<file path="src/rtl/plot_receiver_pkg.sv">
// Shared widths, screen geometry and the buffered plot-entry record.
package plot_receiver_pkg;

    localparam int unsigned SCREEN_W = 160;
    localparam int unsigned SCREEN_H = 120;
    localparam int unsigned ADDR_W   = 15;
    localparam int unsigned COLOR_W  = 3;
    localparam int unsigned X_W      = 8;
    localparam int unsigned Y_W      = 7;
    localparam int unsigned DROP_W   = 8;

    // One framebuffer write waiting in the FIFO.
    typedef struct packed {
        logic [ADDR_W-1:0]  addr;
        logic [COLOR_W-1:0] color;
    } plot_entry_t;

    // Linear framebuffer address y*160 + x, built from shifts; max 19199 fits ADDR_W.
    function automatic logic [ADDR_W-1:0] plot_addr(input logic [X_W-1:0] x,
                                                    input logic [Y_W-1:0] y);
        return (ADDR_W'(y) << 7) + (ADDR_W'(y) << 5) + ADDR_W'(x);
    endfunction

endpackage

</file>
<file path="src/rtl/plot_fifo.sv">
// Synchronous FIFO of plot entries; a push into a full FIFO is accepted when a pop happens in the same cycle.
module plot_fifo
    import plot_receiver_pkg::*;
#(
    parameter int unsigned DEPTH = 8
) (
    input  logic        clk,
    input  logic        reset,
    input  logic        push_i,
    input  logic        pop_i,
    input  plot_entry_t wdata_i,
    output plot_entry_t rdata_o,
    output logic        full_o,
    output logic        empty_o
);

    localparam int unsigned PTR_W = (DEPTH > 1) ? $clog2(DEPTH) : 1;
    localparam int unsigned CNT_W = $clog2(DEPTH + 1);

    plot_entry_t        mem_q [DEPTH];
    logic [PTR_W-1:0]   wr_ptr_q, wr_ptr_d;
    logic [PTR_W-1:0]   rd_ptr_q, rd_ptr_d;
    logic [CNT_W-1:0]   count_q, count_d;
    logic               full_q, full_d;
    logic               empty_q, empty_d;
    logic               pop_ok;
    logic               push_ok;

    assign pop_ok  = pop_i & ~empty_q;
    assign push_ok = push_i & (~full_q | pop_ok);

    // Pointer, occupancy and flag next-state; pointers wrap naturally (DEPTH is a power of two).
    always_comb begin
        wr_ptr_d = wr_ptr_q;
        rd_ptr_d = rd_ptr_q;
        count_d  = count_q;
        if (push_ok) begin
            wr_ptr_d = wr_ptr_q + PTR_W'(1);
        end
        if (pop_ok) begin
            rd_ptr_d = rd_ptr_q + PTR_W'(1);
        end
        if (push_ok && !pop_ok) begin
            count_d = count_q + CNT_W'(1);
        end else if (pop_ok && !push_ok) begin
            count_d = count_q - CNT_W'(1);
        end
        empty_d = (count_d == CNT_W'(0));
        full_d  = (count_d == CNT_W'(DEPTH));
    end

    // Control registers with synchronous flush.
    always_ff @(posedge clk) begin
        if (reset) begin
            wr_ptr_q <= '0;
            rd_ptr_q <= '0;
            count_q  <= '0;
            empty_q  <= 1'b1;
            full_q   <= 1'b0;
        end else begin
            wr_ptr_q <= wr_ptr_d;
            rd_ptr_q <= rd_ptr_d;
            count_q  <= count_d;
            empty_q  <= empty_d;
            full_q   <= full_d;
        end
    end

    // Storage array; contents are don't-care while the slot is unoccupied.
    always_ff @(posedge clk) begin
        if (push_ok) begin
            mem_q[wr_ptr_q] <= wdata_i;
        end
    end

    assign rdata_o = mem_q[rd_ptr_q];
    assign full_o  = full_q;
    assign empty_o = empty_q;

endmodule

</file>
<file path="src/rtl/plot_receiver.sv">
// Captures plot strobes, converts them to framebuffer addresses and buffers them for the memory port.
module plot_receiver
    import plot_receiver_pkg::*;
#(
    parameter int unsigned FIFO_DEPTH = 8,
    parameter int unsigned SCREEN_W   = plot_receiver_pkg::SCREEN_W,
    parameter int unsigned SCREEN_H   = plot_receiver_pkg::SCREEN_H
) (
    input  logic                clk,
    input  logic                reset,
    input  logic [X_W-1:0]      x_in,
    input  logic [Y_W-1:0]      y_in,
    input  logic [COLOR_W-1:0]  color_in,
    input  logic                writeEn,
    output logic [ADDR_W-1:0]   mem_addr,
    output logic [COLOR_W-1:0]  mem_data,
    output logic                mem_we,
    input  logic                mem_ready,
    output logic                busy,
    output logic                overflow,
    output logic [DROP_W-1:0]   dropped_count
);

    logic               cap_valid_q, cap_valid_d;
    logic [X_W-1:0]     cap_x_q;
    logic [Y_W-1:0]     cap_y_q;
    logic [COLOR_W-1:0] cap_color_q;
    logic               overflow_q, overflow_d;
    logic [DROP_W-1:0]  drop_cnt_q, drop_cnt_d;

    plot_entry_t        push_entry;
    plot_entry_t        head_entry;
    logic               fifo_full;
    logic               fifo_empty;
    logic               pop;
    logic               drop;

    // Only in-range strobes become valid captures.
    assign cap_valid_d = writeEn
                       && (32'(x_in) < SCREEN_W)
                       && (32'(y_in) < SCREEN_H);

    // Capture stage: raw coordinates every cycle, validity cleared on reset.
    always_ff @(posedge clk) begin
        if (reset) begin
            cap_valid_q <= 1'b0;
            cap_x_q     <= '0;
            cap_y_q     <= '0;
            cap_color_q <= '0;
        end else begin
            cap_valid_q <= cap_valid_d;
            cap_x_q     <= x_in;
            cap_y_q     <= y_in;
            cap_color_q <= color_in;
        end
    end

    assign push_entry.addr  = plot_addr(cap_x_q, cap_y_q);
    assign push_entry.color = cap_color_q;

    assign pop  = ~fifo_empty & mem_ready;
    assign drop = cap_valid_q & fifo_full & ~pop;

    plot_fifo #(
        .DEPTH   (FIFO_DEPTH)
    ) u_fifo (
        .clk     (clk),
        .reset   (reset),
        .push_i  (cap_valid_q),
        .pop_i   (pop),
        .wdata_i (push_entry),
        .rdata_o (head_entry),
        .full_o  (fifo_full),
        .empty_o (fifo_empty)
    );

    // Sticky overflow flag and saturating drop counter next-state.
    always_comb begin
        overflow_d = overflow_q;
        drop_cnt_d = drop_cnt_q;
        if (drop) begin
            overflow_d = 1'b1;
            if (drop_cnt_q != '1) begin
                drop_cnt_d = drop_cnt_q + DROP_W'(1);
            end
        end
    end

    // Overflow bookkeeping registers, cleared only by reset.
    always_ff @(posedge clk) begin
        if (reset) begin
            overflow_q <= 1'b0;
            drop_cnt_q <= '0;
        end else begin
            overflow_q <= overflow_d;
            drop_cnt_q <= drop_cnt_d;
        end
    end

    // Head is shown only while an entry is presented, so an idle port reads as zero.
    assign mem_we        = ~fifo_empty;
    assign mem_addr      = mem_we ? head_entry.addr  : '0;
    assign mem_data      = mem_we ? head_entry.color : '0;
    assign busy          = cap_valid_q | ~fifo_empty;
    assign overflow      = overflow_q;
    assign dropped_count = drop_cnt_q;

endmodule

</file>
<file path="config.mk">
export PLATFORM = sky130hd
export DESIGN_NAME = plot_receiver
export DESIGN_NICKNAME = d
export VERILOG_FILES = /design/src/rtl/plot_receiver_pkg.sv /design/src/rtl/plot_fifo.sv /design/src/rtl/plot_receiver.sv
export SDC_FILE = /design/constraint.sdc
export NUM_CORES = 1
export LEC_CHECK = 0
export CORE_ASPECT_RATIO = 1.25
export CORE_MARGIN = 8
export CORE_UTILIZATION = 58
export CTS_CLUSTER_DIAMETER = 120
export DETAILED_ROUTE_END_ITERATION = 6
export PLACE_DENSITY_LB_ADDON = 0.15
export SLEW_MARGIN = 20
export SYNTH_ARGS = -nofsm -noshare
export SYNTH_HDL_FRONTEND = slang
export SYNTH_SLANG_ARGS = --single-unit
</file>
<file path="constraint.sdc">
create_clock -name clk -period 4 [get_ports clk]
set_input_delay 0.8 -clock clk [delete_from_list [all_inputs] [get_ports clk]]
set_output_delay 0.8 -clock clk [all_outputs]
set_load 0.1 [all_outputs]
</file>
Run 1, cells by drive strength:
Drawn at 2 px/µm.
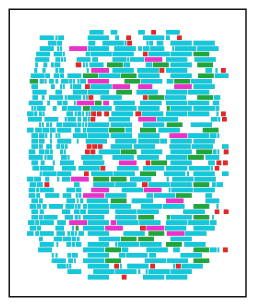
Key: cyan = drive 1 or less [cells 431, share 80%, most used edfxtp_1]; green = drive 2 [cells 43, share 8.0%, most used mux4_2]; red = drive 3 to 4 [cells 40, share 7.5%, most used buf_4]; magenta = drive 6 and up [cells 22, share 4.1%, most used clkbuf_16]

Run 1, placement by cell class:
Drawn at 3 px/µm.
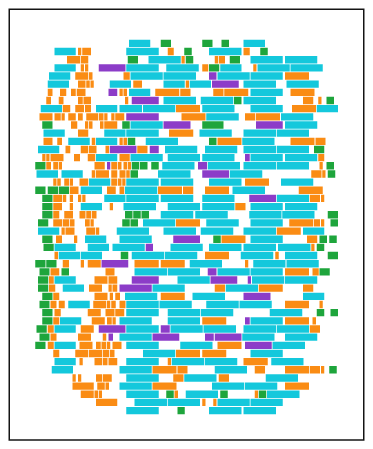
Key: green = other buffers and delay cells [cells 67, share of their area 6.9%]; cyan = flip-flops [cells 187, share of their area 60%]; orange = all other logic [cells 250, share of their area 26%]; purple = clock drivers and dummy loads [cells 32, share of their area 6.7%]

Run 1, wiring heat map:
Drawn at 2 px/µm. The die is cut into 24 by 29 equal tiles; dark purple is low, yellow is high, scaled to the fullest tile. Values are wire area over tile area, all layers added.
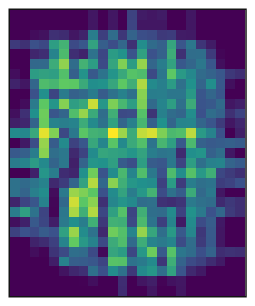
19% of the tiles are nearly empty. The mean over all tiles is 0.13. 23% of the tiles are over half the peak.

==> impl_metrics.csv, run 1 <==
group,metric,value,unit
run_status,status,"completed",
power_and_ir_drop,total_switching_power,1.533,mW
layout,stdcell_count,704,
route,wl,13500,µm
synth,top_area_share,57.73,%
worst_setup_path,critical_path.endpoint_type,"primary output",
hold_path,worstHoldPathType,"register to register",
synth,synth.avg_cell_area,16.42,µm²
clocking,clock_latency,0.42,ns
floorplanning,die.size.y,143.1,µm
layout,drive_gt1_share,19.59,%
sta,timing.clock.skew,0.009489,ns
sta,setup_repair_after_global_routing_missed_its_margin,"no",
sta,tightest_slew,0.9812,ns
power_and_ir_drop,sw_frac_of_total,30.83,%
route,via_per_inst,5.655,
power_and_ir_drop,power.share.clock,32.3,%
route,dr_total_vias,3981,
global_routing,grt_pass1_wl,21690,µm
synth,synth.most_common_cell,"edfxtp_1",
sta,slew_violations,0,
floorplanning,core_area,0.01266,mm²
global_routing,grt_overflow_total,0,
worst_setup_path,critPathKind,"register to primary output",
floorplanning,floorplanUtilization,59.15,%
worst_setup_path,worst_path_most_repeated_cell,"buf_4",
global_routing,antenna_found_initial,0,
synth,synth_cells,456,
worst_setup_path,crit_path_max_fanout,12,
sta,setup_violations,0,
power_and_ir_drop,seq_power_share,44.8,%
sta,hold-worst-slack,0.4821,ns
sta,final_period_minus_worst_setup_slack,3.206,ns
synth,synth.net_count,498,
synth,dominantRegCellSynth,"edfxtp_1",
power_and_ir_drop,power.density,565.3,mW/mm²
clocking,cts_tree,"built",
clocking,tritoncts.num_buffers,17,
synth,yosys-stat-cells,456,
worst_setup_path,startpoint_type,"register",
power_and_ir_drop,cell_internal_pwr,3.440,mW
layout,antenna_cells_inserted,0,
synth,common_cells,"edfxtp_1, nor2_1, dfxtp_1",
sta,max_slew_margin,34.38,%
synth,yosysSeqAreaShare,69.23,%
synth,yosysUniqueCellTypes,38,
placement,post-place-cells,672,
floorplanning,num_rows,46,
global_routing,grt.total_usage,16.92,%
power_and_ir_drop,comb_power_share,22.9,%
layout,nNetsFinal,565,
sta,timing_hold_violations_final,0,
synth,synth_area,0.007490,mm²
sta,totalNegativeSetupSlack,0,ns
sta,highest_achievable_clock_rate,0.3119,GHz
synth,edf_count,144,
job,maxCapViolCount,0,
clocking,post_cts.repair.setup_buffers,0,
layout,areaGrowthSynthToFinish,17.47,%
power_and_ir_drop,leakagePower,2.974,nW
worst_setup_path,slowest_stage,"dfxtp_2",
clocking,cts_root_buffer,"clkbuf_16",
-- run 1: cell usage in the layout (no fill, tap or decap), types with 15 or more instances in the layout --
cell	n
buf_4	34
clkbuf_16	17
clkdlybuf4s50_1	32
dfxtp_1	42
edfxtp_1	144
ha_1	18
inv_1	15
mux2i_1	20
mux4_2	36
nor2_1	49
nor2b_1	20
-- run 1: sequential cells by signal (all words and copies together), names as in the netlist, 3 cells and up, named ones only --
signal           flops
u_fifo.rd_ptr_q      3
dropped_count        8
u_fifo.wr_ptr_q      3
u_fifo.count_q       4
cap_x_q              8
cap_color_q          3
u_fifo.mem_q       144
cap_y_q              7
-- run 1: cell families (layout without fill, tap and decap cells) --
kind of cell,Yosys count,after routing,synth area share (%)
flip-flops,187,187,69.23
adder cells (fa/ha/maj),20,20,3.542
multiplexers,56,56,13.50
AND/OR/NAND/NOR,118,118,7.885
buffers and inverters,34,114,1.871
AND-OR/OR-AND,25,25,2.105
XOR/XNOR,16,16,1.871
-- run 1: critical path, delay by kind of cell, from the launching register on --
family,cells,cell delay (ns)
flops,1,0.61
mux,2,0.75
simple gates,1,0.07
buf+inv,2,0.56
-- run 1: metal layers --
| layer | GRT usage, % | routed length [µm] | part of all wire, % |
|---|---|---|---|
| met1 | 18.91 | 5405 | 40 |
| met2 | 29.75 | 6973 | 52 |
| met3 | 4.820 | 837 | 6.2 |
| met4 | 7.432 | 288 | 2.1 |
| met5 | 0 | 0 | 0 |
-- run 1: final cells by class --
class | count | share of cell area, %
tap | 168 | 2.389
multi-input combinational | 235 | 24.72
inverter | 15 | 0.6399
timing repair buffer | 67 | 6.769
sequential | 187 | 58.94
clock buffer | 17 | 4.835
clock inverter | 15 | 1.706
-- run 1: stage by stage --
step / power (mW) / area [µm²] / setup WS (ns)
floorplan: 3.151 / 7490 / 0.6955
global placement: 3.409 / 8223 / 1.209
detailed placement: 3.425 / 8223 / 1.125
CTS: 5.017 / 8798 / 0.7352
global route: 5.146 / 8798 / 0.6139
finish: 4.974 / 8798 / 0.7940
-- run 1: power groups by stage --
| stage | sequential (mW) | combinational (mW) | clock (mW) |
|---|---|---|---|
| after floorplan | 2.23 | 0.918 | 0 |
| after global placement | 2.27 | 1.14 | 0 |
| after detailed placement | 2.27 | 1.15 | 0 |
| after CTS | 2.23 | 1.15 | 1.63 |
| after global routing | 2.24 | 1.21 | 1.70 |
| final | 2.23 | 1.14 | 1.60 |
-- run 1: worst paths after layout --
kind / start / end / slack [ns] / depth (start not counted)
setup / recovery: register / mem_addr[5] / 0.79 / 5
hold / removal: u_fifo.rd_ptr_q[1]$_SDFFE_PP0P_ / register / 0.48 / 2
setup reg to reg: cap_y_q[0]$_SDFF_PP0_ / u_fifo.mem_q[4][15]$_DFFE_PP_ / 1.13 / 8
hold reg to reg: u_fifo.rd_ptr_q[1]$_SDFFE_PP0P_ / register / 0.48 / 2
Run 1, signal wires on met3:
Drawn at 2 px/µm. Cells faint in the background.
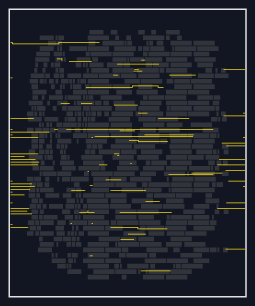

==> run 2, diff against run 1 <==
==> constraint.sdc (replaced) <==
create_clock -name clk -period 3 [get_ports clk]
set_input_delay 0.6 -clock clk [delete_from_list [all_inputs] [get_ports clk]]
set_output_delay 0.6 -clock clk [all_outputs]
set_load 0.1 [all_outputs]
Run 2, signal wires on met3:
Drawn at 2 px/µm. Cells faint in the background.
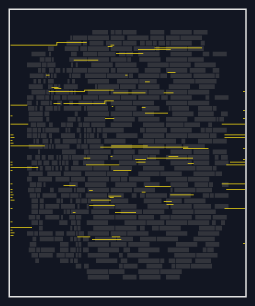
The longest straight run is 43.7 µm. The wires run mostly horizontal. The layer holds 4.5% of the routed length.

Run 2, clock wiring as the flow saved it:
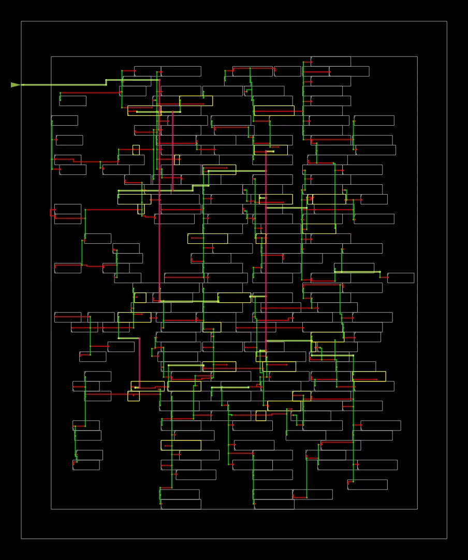
clock buffers created by TritonCTS: 17
sequential cell count: 187
clock latency at the later pin of the worst-skew pair: 0.42 ns

==> impl_metrics.csv, run 2 <==
group,metric,value,unit
run_status,status,"completed",
job,openroad.warnings,27,
synth,synth.most_common_cell,"edfxtp_1",
global_routing,grt_pass1_wl,22010,µm
job,maxCapViolCount,0,
power_and_ir_drop,power.density,768.9,mW/mm²
route,via_per_inst,5.659,
synth,synthAoiAreaFrac,2.105,%
worst_setup_path,critPathKind,"register to primary output",
hold_path,holdCritStartpoint,"overflow$_SDFFE_PP0P_",
sta,worst_slack,0.2318,ns
worst_setup_path,r2r-start,"cap_x_q[7]$_SDFF_PP0_",
hold_path,holdPathStages,2,
global_routing,first_global_vias,4132,
worst_setup_path,timing.reg2reg.worst_path_depth,9,
synth,yosysSeqAreaShare,69.23,%
clocking,cts_tree,"built",
route,dr_total_vias,3978,
layout,reg_area,0.005187,mm²
sta,tightest_slew,0.7266,ns
layout,layout.area.comb,0.002220,mm²
layout,largest_register_ff_count,144,
floorplanning,core_area,0.01266,mm²
sta,highest_achievable_clock_rate,0.3612,GHz
power_and_ir_drop,p_total,7.007,mW
route,wl,13870,µm
synth,top_area_share,57.73,%
floorplanning,floorplanUtilization,59.15,%
sta,setup_repair_after_global_routing_missed_its_margin,"no",
global_routing,antenna_found_initial,0,
synth,simple_gate_area_share,7.885,%
worst_setup_path,timing.rr.end,"u_fifo.mem_q[6][16]$_DFFE_PP_",
synth,topCombFamilyByArea,"multiplexers",
synth,synth_area,0.007490,mm²
layout,commonest_cells_after_routing_fill_and_taps_aside,"edfxtp_1, dfxtp_1, mux4_2",
layout,antenna_cells_inserted,0,
worst_setup_path,startpoint_type,"register",
power_and_ir_drop,ir_worst_vdd,0.5870,mV
global_routing,grt.total_usage,17.25,%
synth,common_cells,"edfxtp_1, nor2_1, dfxtp_1",
synth,edf_count,144,
power_and_ir_drop,leakagePower,3.062,nW
clocking,post_cts.repair.setup_buffers,0,
worst_setup_path,crit_path_max_fanout,36,
sta,totalNegativeSetupSlack,0,ns
sta,timing.clock.skew,0.005915,ns
route,first_iter_violations,191,
layout,areaGrowthSynthToFinish,21.68,%
layout,nNetsFinal,564,
worst_setup_path,critical_path.endpoint_type,"primary output",
clocking,cts_root_buffer,"clkbuf_16",
sta,max_slew_margin,51.21,%
synth,yosys-stat-cells,456,
layout,registers.top_by_ff_count,"u_fifo.mem_q",
floorplanning,die.size.y,143.1,µm
hold_path,worstHoldPathType,"register to register",
placement,place_worst_setup_slack,0.3226,ns
synth,synth_xor_xnor_area_share,1.871,%
placement,hpwl_after_dpl,8576,µm
hold_path,hold_path_end,"overflow$_SDFFE_PP0P_",
synth,synth.net_count,498,
sta,final_period_minus_worst_setup_slack,2.768,ns
layout,drive_gt1_share,24.86,%
sta,setup_violations,0,
synth,muxShareOfSynthArea,13.50,%
sta,slew_violations,0,
route,drt.antenna.violating_nets,0,
synth,yosysUniqueCellTypes,38,
synth,synth_cells,456,
layout,layout.cells.most_common,"edfxtp_1",
sta,timing_hold_violations_final,0,
global_routing,grt_overflow_total,0,
placement,postPlaceCellArea,0.008508,mm²
synth,post_synth_fa_ha_maj_area_fraction,3.542,%
clocking,hold_buffers,0,
synth,synth.avg_cell_area,16.42,µm²
synth,dominantRegCellSynth,"edfxtp_1",
worst_setup_path,worst_reg2reg_setup_slack,0.35,ns
Run 2, placement by cell class:
Drawn at 3 px/µm.
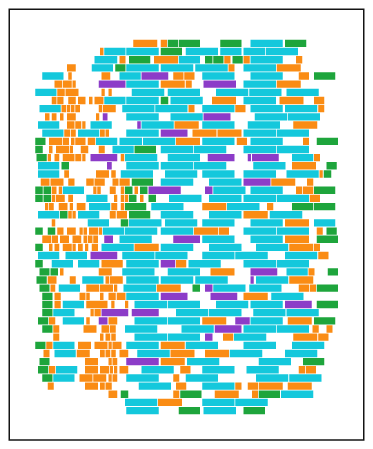
FP Rows: 46
summed area of non-filler cells in the final layout: 0.009114 mm²

## run 2: worst max-delay path by stage
stage | start | end | slack, ns | depth (start not counted)
after floorplan | mem_ready | u_fifo.mem_q[0][0]$_DFFE_PP_ | 0.05 | 5
after global placement | mem_ready | u_fifo.mem_q[4][9]$_DFFE_PP_ | 0.43 | 6
after detailed placement | mem_ready | u_fifo.mem_q[4][14]$_DFFE_PP_ | 0.32 | 6
after CTS | register | mem_addr[0] | 0.04 | 5
after global routing | register | mem_addr[8] | 0.15 | 5
final | register | mem_addr[8] | 0.23 | 5
## run 2: cell families (layout without fill, tap and decap cells)
group / after synthesis / count (layout)
flip-flops: 187 / 187
AND/OR/NAND/NOR: 118 / 118
multiplexers: 56 / 56
buffers and inverters: 34 / 113
AND-OR/OR-AND: 25 / 25
adder cells (fa/ha/maj): 20 / 20
XOR/XNOR: 16 / 16
## run 2: power breakdown
group / switching, mW / leakage [nW] / total (mW) / internal [mW]
Combinational: 1.14 / 1.12 / 1.81 / 0.676
Clock: 0.897 / 0.283 / 2.25 / 1.36
Sequential: 0.0585 / 1.66 / 2.94 / 2.88
## run 2: routing by layer
layer / routed length [µm] / vias up / share of wire, % / GRT usage, %
met5: 0 / - / 0 / 0
met4: 297 / 0 / 2.1 / 6.892
met3: 626 / 21 / 4.5 / 4.307
met2: 7238 / 121 / 52 / 30.11
met1: 5707 / 1976 / 41 / 20.14
li1: - / 1860 / - / -
## run 2: stage by stage
step | hold WS [ns] | std cells
after floorplan | 0.4541 | 456
after global placement | 0.4353 | 671
after detailed placement | 0.4409 | 671
after CTS | 0.4584 | 703
after global routing | 0.4949 | 703
final | 0.4609 | 703
## run 2: worst max-delay path, cell delays in order, from the launching register on
cell and delay [ns]:
dfxtp_2 0.34, buf_12 0.27, mux4_2 0.57, mux2i_1 0.27
nor2_2 0.08, buf_12 0.18
## run 2: cell type report
class                   instances  share of cell area, %
repair buffers                 66                  9.171
inverters                      15                 0.6178
clock inverters                10                  1.538
clock buffers                  22                  5.093
multi-input cells             235                  24.35
flip-flops and latches        187                  56.92
well taps                     168                  2.306
Power figures rest on the tool's default switching activity, not on a simulated workload.
